==> images/metal_density.png <==
Drawn at 6 px/um. The die is cut into 11 by 11 equal tiles; black is low, pale yellow is high, scaled to the fullest tile. Values are wire area over tile area, all layers added.
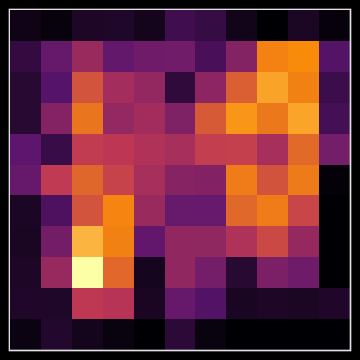
==> images/clocks.png <==
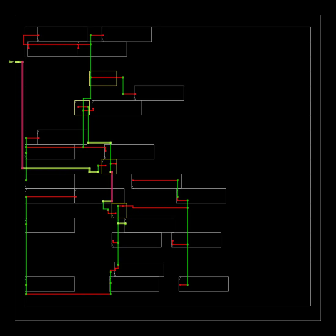
Design cpu6_bus_arbiter, sky130hd; sources not shown.
==> impl_metrics.json <==
{
  "chip_area_um2": 3210,
  "dr.first_iter.drc_count": 105,
  "worstHoldPathCells": 1,
  "post-cts-setup-buffers": 0,
  "max_cap_violations": 0,
  "die_w_um": 56.6,
  "critPathArrivalTime_ns": 2.94,
  "grt_antenna_before_repair": 0,
  "die_height_um": 56.6,
  "vias": 1509,
  "topCellsByArea": "dfrtp_1 34%, ha_1 7.6%, nand2_1 4.8%, o21ai_0 4.3%, mux2i_1 3.1%",
  "power.total_mw": 0.430,
  "io_pins": 16,
  "synthAoiAreaFrac_pct": 22.5,
  "worstPathRequired_ns": 3.61,
  "period_used_pct": 80.4,
  "drv_slew": 0,
  "dr.pass1.iters": 4,
  "ant_nets": 0,
  "power.leakage_nw": 0.819,
  "antennaDiodeCount": 0,
  "fin_crit_ns": 2.73,
  "yosysUniqueCellTypes": 53,
  "setup_viol": 0,
  "yosys.area.top_type": "dfrtp_1",
  "htree_levels": 1,
  "async_flop_share_pct": 100,
  "synth_xor_xnor_area_share_pct": 2.67,
  "worstRegToRegCells": 9,
  "adder_share_pct": 7.63,
  "ys_seq_share_pct": 33.6,
  "wl_per_cell_um": 14.9,
  "grt_pass1_wl_mm": 6.00,
  "grt_max_degree": 23,
  "powerDensity_nw_per_um2": 233,
  "simple_gate_area_share_pct": 24.2,
  "edf_count": 0,
  "synth_area_um2": 1640,
  "cts_hold_buf": 0,
  "warning_count": 33,
  "rsz0062_at_grt": "no",
  "num_rows": 19,
  "grt_overflow": 0,
  "clock_sinks": 22,
  "ys_cells": 193,
  "grt_pass1_vias": 1402,
  "rrSetupSlack_ns": 0.67,
  "root_buffer": "clkbuf_4",
  "status": "completed",
  "ys_area_um2": 1640,
  "syn_nets": 211,
  "cts_tree": "yes",
  "area_growth_pct": 12.5,
  "cp-end-kind": "flop",
  "clock_path_buffers": 2,
  "yosysWarnings": 0,
  "flop_cell": "dfrtp_1",
  "mux_share_pct": 3.05,
  "ys.flops": 22,
  "worst_pin_slew_ns": 0.990,
  "vias_per_cell": 6.26,
  "ctsResizeCount": 0,
  "holdWs_ns": 0.524,
  "path_class": "flop to flop",
  "fp_util_pct": 60.0,
  "hold_path.class": "flop to flop",
  "dp_hpwl_mm": 2.65,
  "hold_viol_final": 0,
  "port_buffers": 13,
  "drive_above_1_share_pct": 6.19,
  "tns_ns": 0,
  "layout.nets": 229,
  "synth_cells": 193,
  "path_clk_slew_ns": 0.13,
  "common_cells": "22 x dfrtp_1, 21 x nand2_1, 14 x o21ai_0",
  "cts_buffers": 3,
  "stdcell_area_um2": 1840,
  "synth.most_common_cell": "dfrtp_1",
  "synth.avg_cell_area_um2": 8.49,
  "slew_headroom_pct": 33.8,
  "fp.coreArea_um2": 2730,
  "max_freq_mhz": 366,
  "ir_drop_mv": 0.227,
  "clkLatencyLatePin_ns": 0.31,
  "ys_top_logic_family": "simple AND/OR/NAND/NOR gates",
  "worst_setup_path_start_kind": "flop",
  "synth_top_area_share_pct": 33.6,
  "place_congestion": 0.979,
  "largest_register_ffs": 7,
  "dpl_cell_area_um2": 1810,
  "crit_fanout": 10,
  "drc": 0
}
Back to the opening pictures, metal_density.png:
tiles over half the peak = 26%
fullest tile = 0.53
mean over tiles = 0.17
drt total wl: 3.58 mm
total global-route track usage: 23.3%

Back to the opening pictures, clocks.png:
Seq cells: 22
final setup skew: 0.00876 ns

stage by stage:
stage,setup WS (ns),cells,utilization (%)
CTS,0.668,241,67.5
finish,0.666,241,67.5
global route,0.439,241,67.5
detailed placement,0.433,237,66.1
floorplan,1.03,193,-
global placement,0.448,237,66.1
cells in the final DEF, fill, tap and decap left out, types with 5 or more instances in the layout:
cell type / netlist / routed
inv_1: 13 / 13
nand4_1: 5 / 5
nand2_1: 21 / 21
nand3_1: 7 / 7
o21ai_0: 14 / 14
nor3_1: 5 / 5
clkbuf_1: 5 / 5
nor2_1: 13 / 13
clkdlybuf4s50_1: 0 / 13
dfrtp_1: 22 / 22
mux2i_1: 5 / 5
ha_1: 10 / 10
logic make-up (layout without fill, tap and decap cells):
family,after synthesis,count (layout)
AND/OR/NAND/NOR,75,75
other,1,1
flip-flops,22,22
AND-OR/OR-AND,52,52
adder cells (fa/ha/maj),10,10
multiplexers,5,5
XOR/XNOR,5,5
buffers and inverters,23,40
worst max-delay path: stages, from the launching register on:
cell and delay (ns):
dfrtp_1 0.49, inv_1 0.12, ha_1 0.44, nor2b_1 0.11, o21ba_2 0.22, o21ai_1 0.29
o2111ai_2 0.23, o31a_1 0.40, buf_6 0.16, o21bai_1 0.15
layout make-up:
class                   count  area, um2
multi-input cells         148        988
fillers                   225        890
flip-flops and latches     22        551
repair buffers             13        130
plain buffers              10       51.3
inverters                  13       48.8
well taps                  31       38.8
clock buffers               4       36.3
power by group:
part	total (mW)	leakage, nW	internal (mW)	switching (mW)
Clock	0.145	0.0210	0.0654	0.0794
Sequential	0.262	0.281	0.262	0
Combinational	0.0238	0.516	0.00949	0.0144
Total	0.430	0.819	0.336	0.0937
layer usage:
metal / track usage (%) / vias up / wire, um
met5: 0 / - / 0
met4: 8.16 / 0 / 36
met3: 3.00 / 6 / 116
met2: 42.4 / 39 / 1870
met1: 27.8 / 726 / 1570
li1: - / 738 / -
No activity file was given, so power comes from the tool's default toggle rates.
